### Placement by cell class

Bar = 20 um. Fill, decap, tap and diode cells in gray.
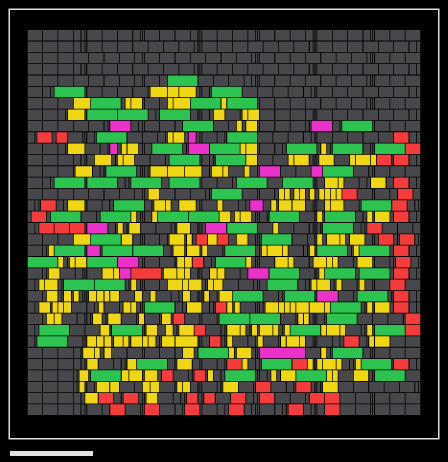
### Cell outlines without signal wires

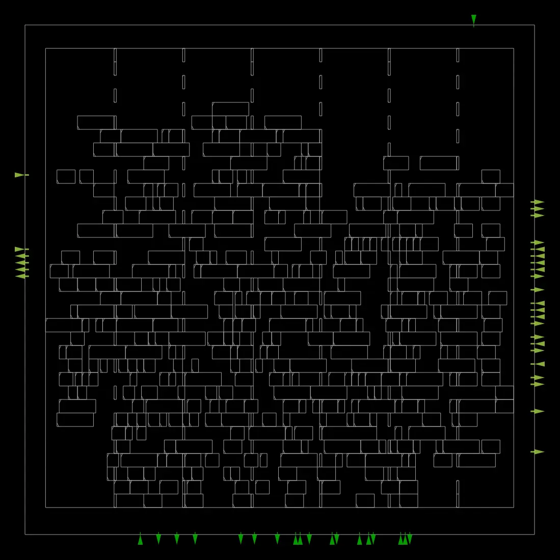
### Logic cells by family

Bar = 20 um.
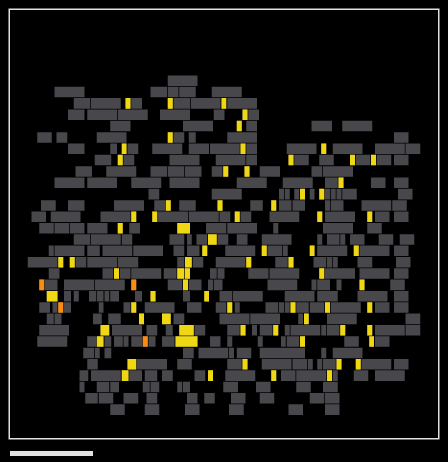
<file path="src/rtl/jtag_tap_slave.sv">
// jtag_tap_slave: IEEE 1149.1 style TAP controller with an instruction
// register and three data registers (IDCODE, USER, BYPASS), all clocked
// by TCK with a synchronous active-low TRST_N.
module jtag_tap_slave #(
    parameter int          IR_W   = 4,
    parameter int          UDR_W  = 16,
    parameter logic [31:0] IDCODE = 32'h1234_5679
) (
    input  logic             TCK,
    input  logic             TRST_N,
    input  logic             TMS,
    input  logic             TDI,
    output logic             TDO,
    output logic             TDO_EN,
    input  logic [UDR_W-1:0] UDR_IN,
    output logic [UDR_W-1:0] UDR_OUT,
    output logic             UDR_UPD,
    output logic [IR_W-1:0]  IR_OUT,
    output logic [3:0]       STATE
);

    // Encoding is visible on STATE, so the values are fixed.
    typedef enum logic [3:0] {
        TLR    = 4'd0,
        IDLE   = 4'd1,
        SEL_DR = 4'd2,
        CAP_DR = 4'd3,
        SH_DR  = 4'd4,
        EX1_DR = 4'd5,
        PA_DR  = 4'd6,
        EX2_DR = 4'd7,
        UPD_DR = 4'd8,
        SEL_IR = 4'd9,
        CAP_IR = 4'd10,
        SH_IR  = 4'd11,
        EX1_IR = 4'd12,
        PA_IR  = 4'd13,
        EX2_IR = 4'd14,
        UPD_IR = 4'd15
    } tap_state_t;

    localparam logic [IR_W-1:0] INS_IDCODE = IR_W'(1);
    localparam logic [IR_W-1:0] INS_USER   = IR_W'(2);
    // Fixed pattern captured into the IR; the trailing 01 lets a host
    // detect the IR length on the chain.
    localparam logic [IR_W-1:0] IR_CAPTURE = {{(IR_W-2){1'b0}}, 2'b01};

    tap_state_t state;
    tap_state_t next_state;

    logic [IR_W-1:0]  ir_sr;
    logic [31:0]      id_sr;
    logic [UDR_W-1:0] udr_sr;
    logic             bypass_sr;

    logic sel_idcode;
    logic sel_user;

    // Data register selection; any unknown instruction falls back to BYPASS.
    assign sel_idcode = (IR_OUT == INS_IDCODE);
    assign sel_user   = (IR_OUT == INS_USER);

    assign STATE = state;

    // TAP state register; reset forces Test-Logic-Reset regardless of TMS.
    always_ff @(posedge TCK) begin
        if (!TRST_N) begin
            state <= TLR;
        end else begin
            state <= next_state;
        end
    end

    // TAP next-state decode driven by TMS.
    always_comb begin
        next_state = state;
        unique case (state)
            TLR:    next_state = TMS ? TLR    : IDLE;
            IDLE:   next_state = TMS ? SEL_DR : IDLE;
            SEL_DR: next_state = TMS ? SEL_IR : CAP_DR;
            CAP_DR: next_state = TMS ? EX1_DR : SH_DR;
            SH_DR:  next_state = TMS ? EX1_DR : SH_DR;
            EX1_DR: next_state = TMS ? UPD_DR : PA_DR;
            PA_DR:  next_state = TMS ? EX2_DR : PA_DR;
            EX2_DR: next_state = TMS ? UPD_DR : SH_DR;
            UPD_DR: next_state = TMS ? SEL_DR : IDLE;
            SEL_IR: next_state = TMS ? TLR    : CAP_IR;
            CAP_IR: next_state = TMS ? EX1_IR : SH_IR;
            SH_IR:  next_state = TMS ? EX1_IR : SH_IR;
            EX1_IR: next_state = TMS ? UPD_IR : PA_IR;
            PA_IR:  next_state = TMS ? EX2_IR : PA_IR;
            EX2_IR: next_state = TMS ? UPD_IR : SH_IR;
            UPD_IR: next_state = TMS ? SEL_DR : IDLE;
            default: next_state = TLR;
        endcase
    end

    // Instruction path: capture, shift (MSB out, TDI into bit 0), update.
    // TLR keeps reloading IDCODE so the device wakes up identifying itself.
    always_ff @(posedge TCK) begin
        if (!TRST_N) begin
            ir_sr  <= '0;
            IR_OUT <= INS_IDCODE;
        end else begin
            unique case (state)
                TLR:    IR_OUT <= INS_IDCODE;
                CAP_IR: ir_sr  <= IR_CAPTURE;
                SH_IR:  ir_sr  <= {ir_sr[IR_W-2:0], TDI};
                UPD_IR: IR_OUT <= ir_sr;
                default: ;
            endcase
        end
    end

    // Data shift registers: only the one selected by IR_OUT captures or
    // shifts; pause/exit states hold so a scan can resume where it stopped.
    always_ff @(posedge TCK) begin
        if (!TRST_N) begin
            id_sr     <= '0;
            udr_sr    <= '0;
            bypass_sr <= 1'b0;
        end else begin
            unique case (state)
                CAP_DR: begin
                    if (sel_idcode) begin
                        id_sr <= IDCODE;
                    end else if (sel_user) begin
                        udr_sr <= UDR_IN;
                    end else begin
                        bypass_sr <= 1'b0;
                    end
                end
                SH_DR: begin
                    if (sel_idcode) begin
                        id_sr <= {id_sr[30:0], TDI};
                    end else if (sel_user) begin
                        udr_sr <= {udr_sr[UDR_W-2:0], TDI};
                    end else begin
                        bypass_sr <= TDI;
                    end
                end
                default: ;
            endcase
        end
    end

    // User register update with a single-cycle strobe following the write.
    always_ff @(posedge TCK) begin
        if (!TRST_N) begin
            UDR_OUT <= '0;
            UDR_UPD <= 1'b0;
        end else begin
            UDR_UPD <= 1'b0;
            if ((state == UPD_DR) && sel_user) begin
                UDR_OUT <= udr_sr;
                UDR_UPD <= 1'b1;
            end
        end
    end

    // Serial output: MSB of the active shift register, only while shifting.
    always_comb begin
        TDO    = 1'b0;
        TDO_EN = 1'b0;
        unique case (state)
            SH_IR: begin
                TDO_EN = 1'b1;
                TDO    = ir_sr[IR_W-1];
            end
            SH_DR: begin
                TDO_EN = 1'b1;
                if (sel_idcode) begin
                    TDO = id_sr[31];
                end else if (sel_user) begin
                    TDO = udr_sr[UDR_W-1];
                end else begin
                    TDO = bypass_sr;
                end
            end
            default: ;
        endcase
    end

endmodule
</file>
<file path="config.mk">
export PLATFORM = sky130hd
export DESIGN_NAME = jtag_tap_slave
export DESIGN_NICKNAME = d
export VERILOG_FILES = /design/src/rtl/jtag_tap_slave.sv
export SDC_FILE = /design/constraint.sdc
export NUM_CORES = 1
export LEC_CHECK = 0
export CAP_MARGIN = 20
export CORE_MARGIN = 4
export CORE_UTILIZATION = 35
export DETAILED_ROUTE_END_ITERATION = 10
export PLACE_DENSITY_LB_ADDON = 0.3
export SKIP_LAST_GASP = 1
export SLEW_MARGIN = 30
export SYNTH_ARGS = -nofsm -noshare
export SYNTH_HDL_FRONTEND = slang
export SYNTH_SLANG_ARGS = --single-unit
export TNS_END_PERCENT = 10
</file>
<file path="constraint.sdc">
create_clock -name TCK -period 2.6 [get_ports TCK]
set_input_delay 0.39 -clock TCK [delete_from_list [all_inputs] [get_ports TCK]]
set_output_delay 0.39 -clock TCK [all_outputs]
set_load 0.03 [all_outputs]
</file>
==> GITHUB_STEP_SUMMARY <==
## Synthesis and layout report

| Metric | Value |
|---|---|
| Num ports | 47 |
| Number of non-clock buffers | 57 |
| Origin of the worst min-delay path | ir_sr[0] |
| Layout clock area frac | 5.07% |
| Delay-heaviest family, CP | flip-flops |
| Logic family by area | AND-OR/OR-AND gates |
| Met1 track demand over resource | 19.6% |
| Largest driver fanout on the critical path | 21 |
| Switching Fraction | 24.5% |
| Capturing element type of the critical path | output pin |
| Layout-stage area growth over the synthesis result | 23.6% |
| Run status | complete, no violations |
| Kind of critical path | flop to output pin |
| Horizontal die dimension | 103 um |
| Global-route wire length before repair | 11600 um |
| LEAKAGE | 1.47 nW |
| Clock network fraction of total power | 39.6% |
| Clock skew after layout | 0.00868 ns |
| R2R Path End | udr_sr[12] |
| Hold worst-path end | ir_sr[1] |
| Fraction of the core area occupied by cells at floorplan | 35.9% |
| Slowest stage cell on the critical path | dfxtp_1 |
| Power dissipated in the clock network | 0.000909 W |
| Number of buffers created by CTS | 9 |
| Root Buffer | clkbuf_8 |
| Post-cts repair resize count | 0 |
| Total power density per cell area | 592 mW/mm^2 |
| Area fraction in xor and xnor cells | 0.559% |
| Total net switching power | 0.000562 W |
| Worst hold path type | flop to flop |
| Most instantiated logic cells after routing | dfxtp_1 (78), nor2_1 (61), clkdlybuf4s50_1 (44) |
| Total detailed-routing wirelength | 6970 um |
| Count of final hold-check violations | 0 |
| Share of final-layout standard cells stronger than drive strength 1 | 13.0% |
| Registers with the most flip-flops | id_sr (32), UDR_OUT (16), udr_sr (16) |
| Number of nets produced by synthesis | 361 |
| Total of flip-flops plus latches after synthesis | 78 |
| Distinct cells, synth | 44 |
| Clk pin slew, worst setup/hold paths | 0.09 ns |
| Via count of the routed design | 2581 |
| Antenna fix cells | 0 |
| Well tap count | 108 |
| Worst setup SP type | flop |
| Power of the sequential group | 0.00123 W |
| Max cap viols | 0 |
| Pin count of the biggest net entering global routing | 54 |
| Top register by number of flip-flops | id_sr |
| FF-to-FF path depth | 5 |
| Average detailed-routed wire length per instance | 14.1 um |
| Critical path data arrival time | 2.01 ns |
| Combinational share of power | 6.8% |
| CTS max path bufs | 2 |
| Critical path endpoint | TDO |
| Max transition margin | 61.0% |
| Clock tree from TritonCTS | built |
| Antenna Violating Nets Remaining | 0 |
| Count of buffer and inverter cells on the critical path | 2 |
| Number of setup violations in the final report | 0 |
| Data required time of the worst path | 2.21 ns |
| Fraction of area in non-clock buffers | 14.2% |
| Synthesis area per yosys | 0.00313 mm^2 |
| Violation tally from detailed-route iteration zero | 73 |
| Total die size | 0.0105 mm^2 |
| Reg2Reg Setup Slack | 0.38 ns |
| M2 GR Usage | 19.7% |
| Internal power | 0.00173 W |
| Final-layout setup total negative slack | 0 ns |
| Tightest Pin Transition | 0.585 ns |
| Remaining Overflow, GRT | 0 |
| Post-Syn Instances | 341 |
| Multi-input gate share of the layout cell area | 36.6% |
| Simple-gate portion of the synthesized area | 18.5% |
| Max IR drop VDD | 0.366 mV |
Notes on 'Placement by cell class' above:
legend:
  remaining logic cells:
    color: yellow
    cells: 234
  registers:
    color: green
    cells: 78
  remaining buffers and delay cells:
    color: red
    cells: 57
  clock drivers and dummy loads:
    color: magenta
    cells: 16
final core occ: 44.4%
number of cell rows: 34
area of all placed cells without fillers: 0.00387 mm^2
standard cell core area: 0.00872 mm^2

Notes on 'Cell outlines without signal wires' above:
sequential share of cell area: 40.3%
Filler cells: 842
Seq cells: 78

Notes on 'Logic cells by family' above:
legend:
  inv cells:
    color: orange
    cells: 4
  nor cells:
    color: yellow
    cells: 73

[through the flow]
step / total power [W] / worst slack [ns] / instance area, um^2 / cells
CTS: 0.00232 / 0.157 / 3870 / 493
detailed placement: 0.00141 / 0.414 / 3680 / 477
global placement: 0.00141 / 0.544 / 3680 / 477
global route: 0.00238 / 0.0500 / 3870 / 493
finish: 0.00229 / 0.205 / 3870 / 493
floorplan: 0.00135 / 0.174 / 3130 / 341
[synthesized netlist by cell type, drive strengths merged, types with 3 or more instances]
cell	instances	share of area [%]
dfxtp	78	50
nor2	62	7.5
nand2	42	5.0
a22oi	21	5.0
clkbuf	17	2.0
a311oi	16	4.5
mux2i	16	5.1
o221a	14	5.0
buf	12	2.7
a21oi	8	1.3
o21ai	8	1.4
inv	4	0.48
nor3	4	0.64
nand3	3	0.48
nor2b	3	0.60
or4b	3	0.96
No activity file was given, so power comes from the tool's default toggle rates.
